--- src/rtl/encoder42_seq.sv ---
// encoder42_seq: sequential 4-to-2 encoder with a valid/ready output.
// Latches request strobes into a pending register and issues one code at a time.
// Ports:
//   clk      rising-edge clock
//   rst      asynchronous active-high reset
//   en       capture enable for d
//   d[3:0]   request strobes, bit i requests code i
//   y[1:0]   encoded index, meaningful while valid=1
//   valid    y holds an unconsumed code
//   ready    consumer accepts y when valid=1 and ready=1
//   pending  requests latched and not yet issued
//   drop     one-cycle pulse, a request merged into an already-pending bit
//   busy     pending requests or a held code
// Build option: define ENCODER42_ROUND_ROBIN_EN for round-robin arbitration;
// otherwise fixed priority, highest index first (3 > 2 > 1 > 0).
module encoder42_seq (
    input  logic       clk,
    input  logic       rst,
    input  logic       en,
    input  logic [3:0] d,
    output logic [1:0] y,
    output logic       valid,
    input  logic       ready,
    output logic [3:0] pending,
    output logic       drop,
    output logic       busy
);

    typedef enum logic {
        EMPTY = 1'b0,
        FULL  = 1'b1
    } state_t;

    state_t     state;
    logic       load;
    logic [1:0] g;
    logic [3:0] gnt;
    logic [3:0] cap;

`ifdef ENCODER42_ROUND_ROBIN_EN
    logic [1:0] last;
    logic [1:0] idx;

    // Search from last+1 upward; scanning offsets 4..1 and letting later
    // hits overwrite means offset 1 wins and `last` itself comes last.
    always_comb begin
        g   = 2'd0;
        idx = 2'd0;
        for (int i = 4; i >= 1; i--) begin
            idx = last + 2'(i);
            if (pending[idx]) g = idx;
        end
    end
`else
    always_comb begin
        if (pending[3])      g = 2'd3;
        else if (pending[2]) g = 2'd2;
        else if (pending[1]) g = 2'd1;
        else                 g = 2'd0;
    end
`endif

    // The output register may take a new code when empty or being drained.
    assign load = (state == EMPTY) || ready;
    assign gnt  = (load && |pending) ? (4'b0001 << g) : 4'b0000;
    assign cap  = en ? d : 4'b0000;

    always_ff @(posedge clk or posedge rst) begin
        if (rst) begin
            state   <= EMPTY;
            y       <= 2'd0;
            pending <= 4'b0000;
            drop    <= 1'b0;
`ifdef ENCODER42_ROUND_ROBIN_EN
            last    <= 2'd3;
`endif
        end else begin
            // Set wins over clear: a bit re-requested in its grant cycle stays.
            pending <= (pending & ~gnt) | cap;
            drop    <= |(cap & pending & ~gnt);
            if (load) begin
                if (|pending) begin
                    state <= FULL;
                    y     <= g;
`ifdef ENCODER42_ROUND_ROBIN_EN
                    last  <= g;
`endif
                end else begin
                    state <= EMPTY;
                end
            end
        end
    end

    assign valid = (state == FULL);
    assign busy  = (|pending) | valid;

endmodule

--- config.mk ---
export PLATFORM = sky130hd
export DESIGN_NAME = encoder42_seq
export DESIGN_NICKNAME = d
export VERILOG_FILES = /design/src/rtl/encoder42_seq.sv
export SDC_FILE = /design/constraint.sdc
export NUM_CORES = 1
export LEC_CHECK = 0
export CAP_MARGIN = 40
export CORE_AREA = 2 2 39 41
export DETAILED_ROUTE_END_ITERATION = 12
export DIE_AREA = 0 0 41 43
export HOLD_SLACK_MARGIN = 0.1
export PLACE_DENSITY = 0.63
export RECOVER_POWER = 50
export SLEW_MARGIN = 20
export SYNTH_ARGS = -nofsm -noshare
export SYNTH_HDL_FRONTEND = slang
export SYNTH_SLANG_ARGS = --single-unit
--- constraint.sdc ---
create_clock -name clk -period 1.5 [get_ports clk]
set_clock_uncertainty 0.15 [all_clocks]
set_input_delay 0.15 -clock clk [delete_from_list [all_inputs] [get_ports clk]]
set_output_delay 0.15 -clock clk [all_outputs]
set_load 0.005 [all_outputs]
==> reports/metrics.yaml <==
status: "finished, final reports clean"
dr.pass1.iters: 4
synthTopLogicFamily: "simple AND/OR/NAND/NOR gates"
worst_slack_ns: 0.0730
synth_stat.cells: 36
ys_sh_simple_pct: 26.4
holdPathStages: 3
n_tap_cell: 16
register_area_sq_um: 201
whs_ns: 0.315
worst_r2r_path_depth: 4
drc: 0
largest_registers: "pending x4, y x2"
num-nonclk-buffers: 24
ys_types: 20
worst-r2r-setup-slack_ns: 0.21
fa_ha_area_share_pct: 0
largest_reg_flops: 4
rsz0062_at_grt: "no"
path_class: "flop to output pin"
layout.cells.most_common: "clkdlybuf4s50_1"
internal-power_mw: 0.467
post-route-util_pct: 46.7
post_dp_cell_area_sq_um: 579
yosys.stat.seqShare_pct: 52.1
cts_buffers: 3
m1WireLength_um: 325
comb_power_share_pct: 32.2
synth_cells: 36
period_used_pct: 95.1
cp_data_required_time_ns: 1.20
path_delay_family: "flip-flops"
ir_drop_v: 0.000325
numSynthFlops: 8
drv_cap: 0
comb_cells: 26
final_cell_mix: "clkdlybuf4s50_1 (10), nand2_1 (7), dfrtp_1 (7), buf_4 (7)"
xor_share_pct: 0
crit_arrival_ns: 1.13
top_area_share_pct: 52.1
cts_root_buf: "clkbuf_4"
path_buffers: 1
comb_power_mw: 0.205
buf_share_pct: 33.7
grt_pass1_vias: 362
start_kind: "flop"
Fig. 1: ports around the boundary
Drawn at 12 px/um. Pins as bars across the die edge, other pins in gray.
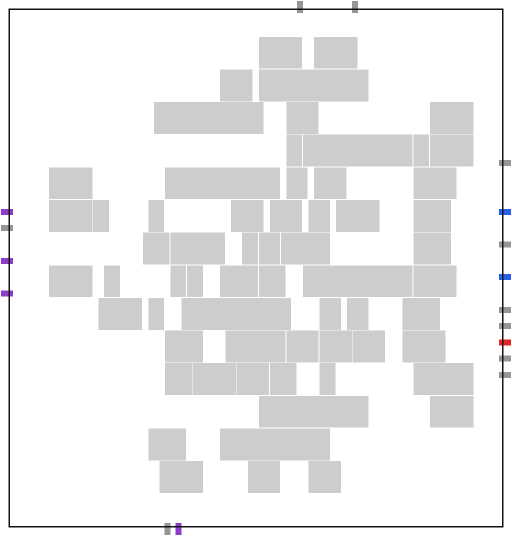
- busy: red (pins 1; direction output; edge right)
- y: blue (pins 2; direction output; edge right)
- d: purple (pins 4; direction input; edge 3 left, 1 bottom)
- all pins by edge: 9 right, 4 left, 2 bottom, 2 top
Port Buffers: 16
Die H: 43 um
Die X: 41 um

Fig. 2: port wiring
Drawn at 6 px/um.
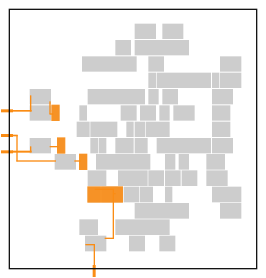
- d: orange (bits 4; direction input; edge 3 left, 1 bottom; end cells 5; buffers 4; wire 43.2 um)
# IOs: 17

Fig. 3: metal layers overlaid
Drawn at 12 px/um. Two of the layers only.
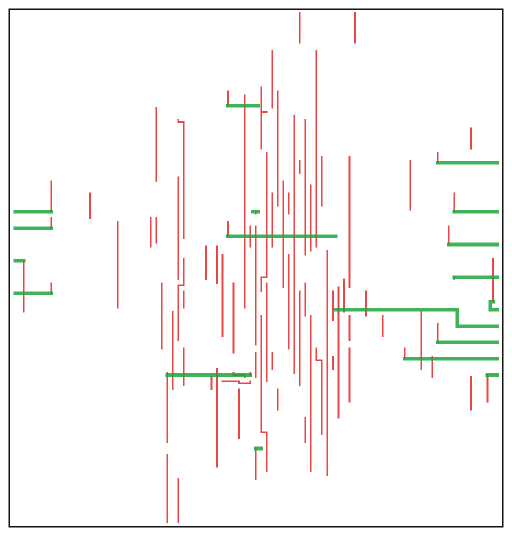
- M3: green (wire length 74.4 um)
- M2: red (wire length 418 um)
wire per inst: 10.8 um
GRT Total Usage: 13.3%
DR vias: 372
WL final: 852 um

